==> images/congestion_map.png <==
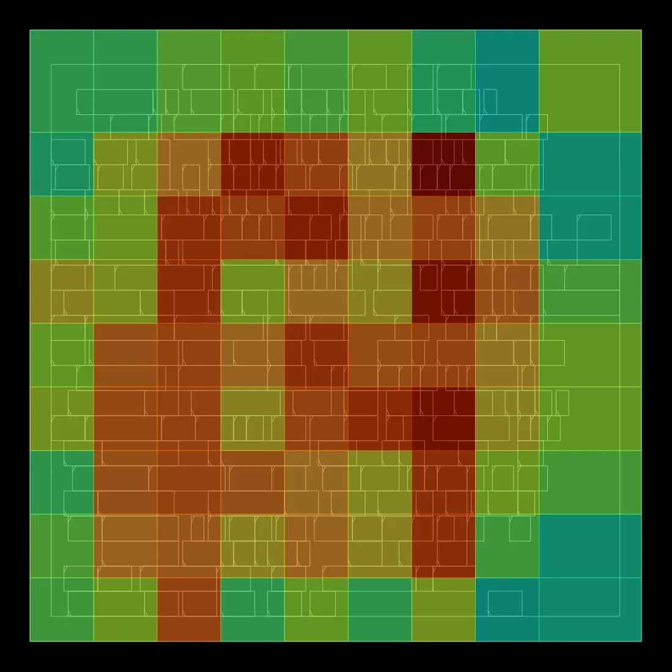
==> images/pinout.png <==
Pins as bars across the die edge, other pins in grey.
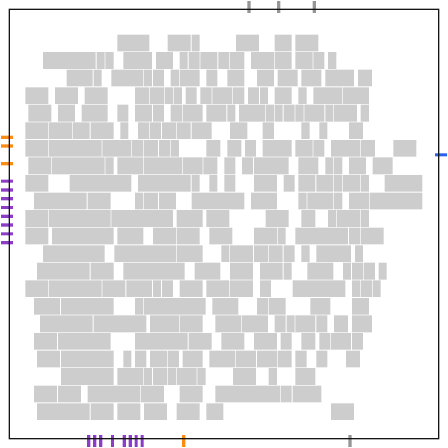
==> images/layers.png <==
Two of the layers only.
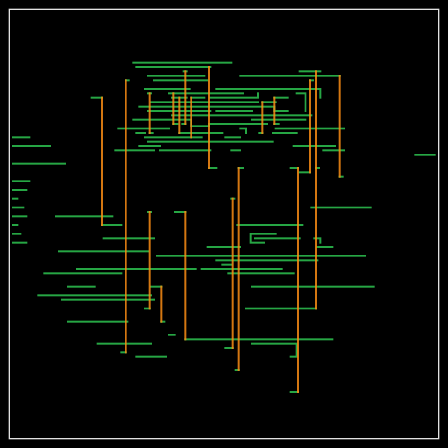
==> images/port_trees.png <==
Bar = 20 µm.
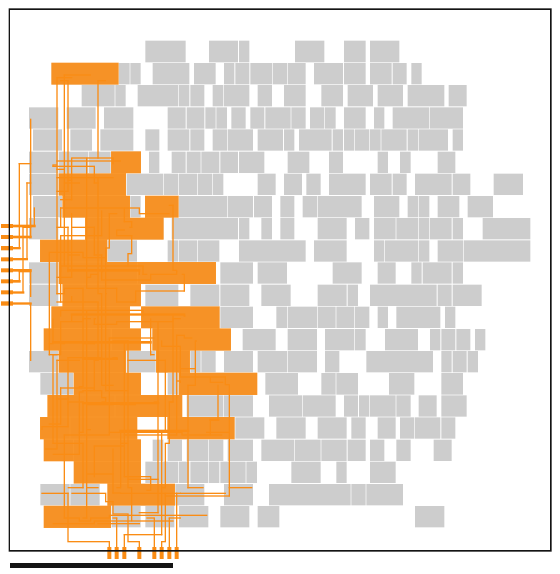
`src/rtl/rr_mux_arbiter_pkg.sv`:
```
// Shared constants and types for the round-robin mux arbiter.
// Optional feature macro used by this slice: ARB_TIMEOUT_EN.
package arb_pkg;

    localparam int N  = 16;
    localparam int SW = $clog2(N);

    typedef enum logic {
        IDLE,
        GRANT
    } state_t;

    typedef logic [N-1:0]  req_t;
    typedef logic [SW-1:0] sel_t;

endpackage

```
`src/rtl/rr_mux_arbiter_pick.sv`:
```
// Rotating-priority finder: returns the first set request bit found
// when scanning ptr, ptr+1, ... wrapping modulo N.
module rr_pick
    import arb_pkg::*;
(
    input  req_t req,
    input  sel_t ptr,
    output logic any,
    output sel_t idx
);

    sel_t cand;

    // Scan from the farthest offset back to ptr so the nearest hit wins last.
    always_comb begin
        any  = 1'b0;
        idx  = '0;
        cand = '0;
        for (int i = N - 1; i >= 0; i--) begin
            cand = ptr + sel_t'(i);
            if (req[cand]) begin
                any = 1'b1;
                idx = cand;
            end
        end
    end

endmodule

```
`config.mk`:
```
export PLATFORM = sky130hd
export DESIGN_NAME = rr_pick
export DESIGN_NICKNAME = d
export VERILOG_FILES = /design/src/rtl/rr_mux_arbiter_pkg.sv /design/src/rtl/rr_mux_arbiter_pick.sv
export SDC_FILE = /design/constraint.sdc
export NUM_CORES = 1
export LEC_CHECK = 0
export ABC_CLOCK_PERIOD_IN_PS = 7900
export CORE_MARGIN = 2
export CORE_UTILIZATION = 60
export DETAILED_ROUTE_END_ITERATION = 10
export PLACE_DENSITY = 0.87
export SYNTH_ARGS = -nofsm -noshare
export SYNTH_HDL_FRONTEND = slang
export SYNTH_SLANG_ARGS = --single-unit
```
`constraint.sdc`:
```
create_clock -name vclk -period 7.9
set_input_delay 0.79 -clock vclk [all_inputs]
set_output_delay 0.79 -clock vclk [all_outputs]
set_load 0.005 [all_outputs]
```
==> impl_metrics.ini <==
; flow metrics
[logic_synthesis]
synth_area_mm2 = 0.00233
synth_cell_type_count = 63
seq_area_frac_synth_pct = 0
yosys_area_mm2 = 0.00233
ys_cells = 259
synth_top_cell_by_area = mux4_2
top_cells_by_count = mux2i_1, nand2_1, nor2_1
area_leaders = mux4_2, mux2i_1, mux4_1
most_common_cell = mux2i_1
syn_nets = 286
syn_inst = 259
top_area_share_pct = 17.4
syn_avg_cell_area_um2 = 8.99
synth_warnings = 0

[final_timing]
setup_violations = 0
drv_slew = 0
hold_violations = 0
timing.final.ws_setup_ns = 1.71
tightest_slew_ns = 0.938
fin_crit_sh_pct = 78.3
period_needed_ns = 6.19
setup_tns_ns = 0
max_freq_mhz = 162
rsz0062_at_grt = false
relSlewSlack_pct = 37.0

[layout]
postLayoutCoreUtil_pct = 69.5
nNetsFinal = 301
seq_cell_count = 0
area_delta_synth_final_pct = 10.2
fillers = 300
nClkBuffers = 0
drive_gt1_share_pct = 20.2
seq_area_um2 = 0
diodes = 0
finalNonFillerCells = 320

[power_and_ir_drop]
clkPwrFrac_pct = 0
irDropWorstVdd_uv = 56.9
power_density_mw_per_mm2 = 110
p_total_uw = 282
switching_share_pct = 56.2
cellLeakagePower_uw = 0.000954
p_switching_uw = 159
combPwrFrac_pct = 100.0
internal-power_uw = 123
p_seq_share_pct = 0

[min_path]
hold_depth = 6
hp-class = input pin to output port

[setup_path]
slowest_delay_ns = 1.06
path_common_cell = clkdlybuf4s50_1
path_cells = clkdlybuf4s50_1 -> inv_1 -> ha_1 -> a21boi_0 -> xor2_1 -> mux4_2 -> nor2b_2 -> nand2_1 -> a2111oi_2 -> o31ai_1 -> clkdlybuf4s50_1
critPathMaxFanout = 20
crit_cells = 11
critPathTopFamily = buffers and inverters
cp.required_ns = 7.11
cp_slowest_cell = clkdlybuf4s50_1
startpoint_type = input pin
critical_path_arrival_ns = 5.40
criticalPathCategory = input pin to output port
endpoint_kind = output port
timing.critical_path.buf_inv = 3

[run_status]
run_status = complete, no violations

[cts]
post_cts_resized = 0
cts-hold-fix-buffers = 0
cts_setup_buffers = 0

[placement]
dp_hpwl_um = 5300
place_inst = 320
numPortBuffers = 25
dp_slack_ns = 1.80
gp_congestion = 1.14

[routing]
num_vias = 2386
via_per_inst = 7.46
wl_per_cell_um = 21.7
route.detailed.drc = 0
first_pass_iters = 6
totalWireLength_um = 6940
drt_iter0_drc = 330
ant_nets = 0

[flow_run]
cap_violations = 0
warnings = 38

[floorplanning]
io-pin-count = 25
chipHeight_um = 66.3
fp_util_pct = 63.1
core.rowCount = 22
dieArea_mm2 = 0.00440
core_region_area_mm2 = 0.00369
fp.dieW_um = 66.3

[global_route]
grt_max_degree = 31
grt-ovfl-total = 0
grt_pass1_vias = 2202
grt_pass1_wl_um = 11200
antenna_found_initial = 0
Notes on congestion_map.png above:
GRT Util Overall: 33.1%
met3 Resource Use GR: 5.28%
GRT Max-Usage Layer: met2

Notes on pinout.png above:
Purple stands for `req`, pins 16, direction input, edge 8 west, 8 south. Blue stands for `any`, pins 1, direction output, edge east. Orange stands for `ptr`, pins 4, direction input, edge 3 west, 1 south.

Notes on layers.png above:
Green stands for M3, wire length 665 µm. Orange stands for M4, wire length 313 µm.

Notes on port_trees.png above:
Orange stands for `req`, bits 16, direction input, end cells 29, buffers 16, wire 1,070 µm.

==> layer usage <==
layer  up-vias  GRT usage [%]  share of wire (%)
met3        39           5.28                9.6
li1       1071              -                  -
met1      1105           45.5                 39
met2       171           52.5                 47
met5         -              0                  0
met4         0           12.0                4.5
==> final timing paths <==
kind / start / end / slack (ns)
setup / recovery: ptr[2] / idx[2] / 1.71
hold / removal: ptr[3] / idx[3] / 2.97
==> power by group through the flow <==
stage / sequential (µW) / combinational [µW] / clock [µW]
6_report: 0 / 282 / 0
5_1_grt: 0 / 301 / 0
4_1_cts: 0 / 274 / 0
3_5_place_dp: 0 / 272 / 0
3_3_place_gp: 0 / 270 / 0
2_1_floorplan: 0 / 200 / 0
==> cell usage in the layout, fill, tap and decap left out, drive strengths merged, types with 7 or more instances in the layout <==
cell           synthesis  layout
nor2                  21      21
nand2                 22      22
o211ai                 7       7
a21oi                 12      12
mux2                  18      18
xnor2                  8       8
o21ai                 20      20
inv                    8       8
clkdlybuf4s50          0      25
mux2i                 30      30
mux4                  26      26
ha                     7       7
==> final cells by class <==
| cell class | instances | area [µm²] | share of cell area [%] |
|---|---|---|---|
| multi-input cells | 234 | 2190 | 85.5 |
| repair buffers | 28 | 273 | 10.6 |
| well taps | 48 | 60.1 | 2.34 |
| inverters | 10 | 38.8 | 1.51 |
==> metrics by stage <==
stage	hold WS [ns]	instance area [µm²]
after global placement	2.95	2560
after CTS	2.96	2560
after global routing	3.02	2560
final	2.97	2560
after floorplan	2.04	2330
after detailed placement	2.96	2560
==> cell families after synthesis <==
group	count (synthesis)	share of synthesized area [%]
multiplexers	74	49.6
AND-OR/OR-AND	73	21.5
AND/OR/NAND/NOR	69	13.8
adder cells (fa/ha/maj)	7	3.76
buffers and inverters	25	5.80
XOR/XNOR	11	5.59
No activity file was given, so power comes from the tool's default toggle rates.
